Design switch_debouncer, sky130hd; sources not shown.
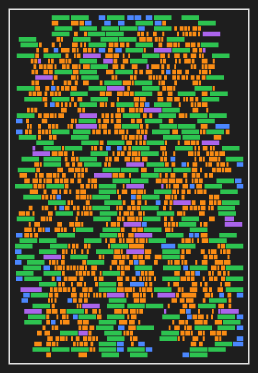
*Cell classes on the final placement*
Drawn at 2 px/um.
| color | class | cells | share of their area |
|---|---|---|---|
| orange | combinational and other logic | 883 | 45% |
| green | flops | 208 | 44% |
| purple | clock drivers and dummy loads | 36 | 6.0% |
| blue | other buffers and delay cells | 66 | 5.2% |
num rows: 63
final core occ: 62.3%

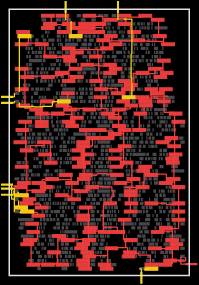
*I/O nets highlighted*
Drawn at 1.5 px/um.
| color | port | direction | edge | end cells | wire |
|---|---|---|---|---|---|
| yellow | raw_in | input | 5 left, 2 top, 1 bottom | 8 | 219 um |
| red | reset | input | right | 208 | 1500 um |
number of I/O port buffers: 33
Boundary Pins: 34

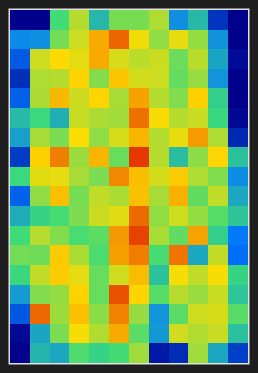
*Cell area per tile*
Drawn at 2 px/um. 12 x 18 tiles, from dark blue (low) to red (high), 0 to 100% covered.
tiles over 75% full: 19%
nearly empty tiles: 4.2%
mean over tiles: 57%
fullest tile: 94%
emptiest ninth of the die: top right
area of the core region: 19600 um^2
initial core utilization: 55.6%

==> summary.txt <==
This note records the results obtained with Yosys and OpenROAD.

Floorplanning
In this run the horizontal extent of the chip is 119 um.

Synthesis
The synthesis run identifies the leading combinational cell family as simple AND/OR/NAND/NOR gates. The library cell with the largest summed area after synthesis is sky130_fd_sc_hd__dfrtp_1. Counting flops and latches in the post-synthesis netlist gives 208. Counting instances in the post-synthesis netlist gives the leading cell types as sky130_fd_sc_hd__dfrtp_1, sky130_fd_sc_hd__nand2_1, sky130_fd_sc_hd__nor2_1, sky130_fd_sc_hd__o21ai_0, sky130_fd_sc_hd__nand3_1. The synthesized-area fraction occupied by and/or/nand/nor cells is 25.9%. Of all flip-flops after synthesis, the portion carrying an async set or reset was 100%. The average instance in the mapped netlist occupies 9.43 um^2. The number of cells in the yosys synthesis report is 1157.

Yosys reports that the leading cell type by area covers 47.7% of the netlist area. The count of yosys warnings during synthesis is 0. The number of instances in the synthesized netlist is 1157.

The arithmetic-cell share of the synthesized area counting full adders, half adders and majority gates is 0.917%. The number of enable flip-flop cells is 0. The cell area after synthesis is 10900 um^2. The main area contributors are sky130_fd_sc_hd__dfrtp_1, sky130_fd_sc_hd__nand2_1, sky130_fd_sc_hd__o21ai_0, sky130_fd_sc_hd__nor2_1, sky130_fd_sc_hd__nand3_1. The floorplan net count is 1175. The synthesized netlist devotes 4.73% of its cell area to XOR and XNOR gates. Yosys instantiated no cell more often than sky130_fd_sc_hd__dfrtp_1. Of the total synthesized cell area, the portion taken by AND-OR and OR-AND cells is 14.8%.

Placement
The placed cell count is 1416. At the end of routability-driven placement, the weighted congestion stood at 0.882. Detailed placement reports a standard cell area of 11500 um^2.

The half-perimeter wire length of the detailed placement result is 15.9 mm.

Global routing
The maximum number of pins on one net before global-route repair is 69. The most used routing layer in global routing is met2. The global routing report lists met1 layer usage as 26.9%. The global router's overall resource usage is 22.3%. met3 track demand over resource after global routing is 2.62%. The leftover overflow at the end of global routing is 0.

The global-route met2 utilization is 41.5%. The initial antenna violation count is 0.

Route
In the routed layout, each cell is associated on average with a via count of 6.03. The count of vias placed by the detailed router is 8760. Wire segments on met2 add up to 12.1 mm in the final route. The detailed-routing iteration count for the pre-antenna-repair pass is 5. In the per-layer summary, the met1 wirelength comes to 9.85 mm.

After detailed routing, the met3 layer carries 713 um of wire. The average wire per standard cell is 16.0 um. Per the detail_route report, DRC violations left total 0. For this block, the initial DRC count from the detailed router was 501. The overall routed net length is 23.2 mm. In this run the remaining antenna-violating nets after routing total 0.

Pwr
In this run the power spent charging and discharging nets is 0.00168 W. Of the total power, the clock network draws 46.1%. The fraction of power spent switching nets is 22.7%. In this run, the combinational gates consume 4.8% of the power. The share of power burned in registers is 49.1%. Power comes to 0.00740 W. The power density of the placed cells is 605 nW/um^2. The maximum vdd drop is 0.562 mV.

Critical path
The worst setup path is launched from a register. For reference, the critical path cell chain is or4b_1 > nor4_1 > and3_2 > nand2_2 > mux2_2. The signal arrival time at the worst endpoint is 2.51 ns. The category of the worst setup path capture point is a register. The largest individual stage delay along the critical path comes from the cell sky130_fd_sc_hd__or4b_1. The cell count of the worst reg-to-reg path is 5.

The critical path is of the register to register type. The stage delay of the slowest cell on the critical path is 0.54 ns. The kind of cell with the highest combined delay on the critical path is simple AND/OR/NAND/NOR gates. The timing report notes that buffer and inverter cells on the critical path total 0.

The report shows a maximum critical-path fanout of 7.

Finish
The most frequent logic cell in the layout is sky130_fd_sc_hd__dfrtp_1. The fill cell instance count of the final layout is 1637. Excluding fillers, the count of instances in the completed layout stands at 1453. The signed area change from the synthesized netlist to the final layout is 12.1%. The total number of nets in the final design is 1199. The fraction of final layout cells sized beyond drive strength 1 is 8.55%.

For this run, the script counts the antenna cells in the layout as 0. The design area is 12200 um^2. The most common logic cells in the final layout are sky130_fd_sc_hd__dfrtp_1, sky130_fd_sc_hd__nand2_1, sky130_fd_sc_hd__nor2_1, sky130_fd_sc_hd__o21ai_0, sky130_fd_sc_hd__nand3_1. The register with the most flip-flops in the layout has 152 of them.

Flow run
The number of warnings reported in the stage logs is 26.

Clock tree
In this run the deepest clock path goes through 3 buffers. The root buffer cell chosen for the clock tree is sky130_fd_sc_hd__clkbuf_16. The setup fix buffers added after clock tree synthesis is 0. The clock latency on the worst-skew pair is 0.51 ns. TritonCTS built the clock tree. Buffers inserted to repair hold after CTS numbered 1.

The number of CTS-inserted buffers is 22. The maximum level of the CTS H-tree is 1. Per the post-CTS timing run, clock transition at the registers of the reported paths is 0.06 ns.

Outcome
The run finished with clean final reports.

Min path
The worst hold path belongs to the class input pin to register. The number of cells traversed by the worst hold path is 1.

Timing
The final count of hold timing violations is 0. The final hold slack is 0.0221 ns. The post-layout minimum cycle time is 2.27 ns. The maximum achievable frequency is 441 MHz. In the finished design, the share of the clock period the worst path needs comes to 94.5%.
-- cell type report --
class | count | area (um^2) | share of cell area, %
Multi-Input combinational cell | 851 | 5250 | 42.9
Sequential cell | 208 | 5200 | 42.5
Clock buffer | 30 | 632 | 5.16
Timing Repair Buffer | 66 | 623 | 5.09
Tap cell | 260 | 325 | 2.66
Inverter | 32 | 120 | 0.982
Clock inverter | 6 | 80.1 | 0.655
-- power groups by stage --
stage                     logic, W  registers, W  clock network [W]
after global placement    0.000357       0.00369                  0
after floorplan           0.000209       0.00367                  0
after detailed placement  0.000363       0.00369                  0
after global routing      0.000414       0.00364            0.00361
after CTS                 0.000365       0.00363            0.00351
final                     0.000358       0.00363            0.00341
Power figures rest on the tool's default switching activity, not on a simulated workload.
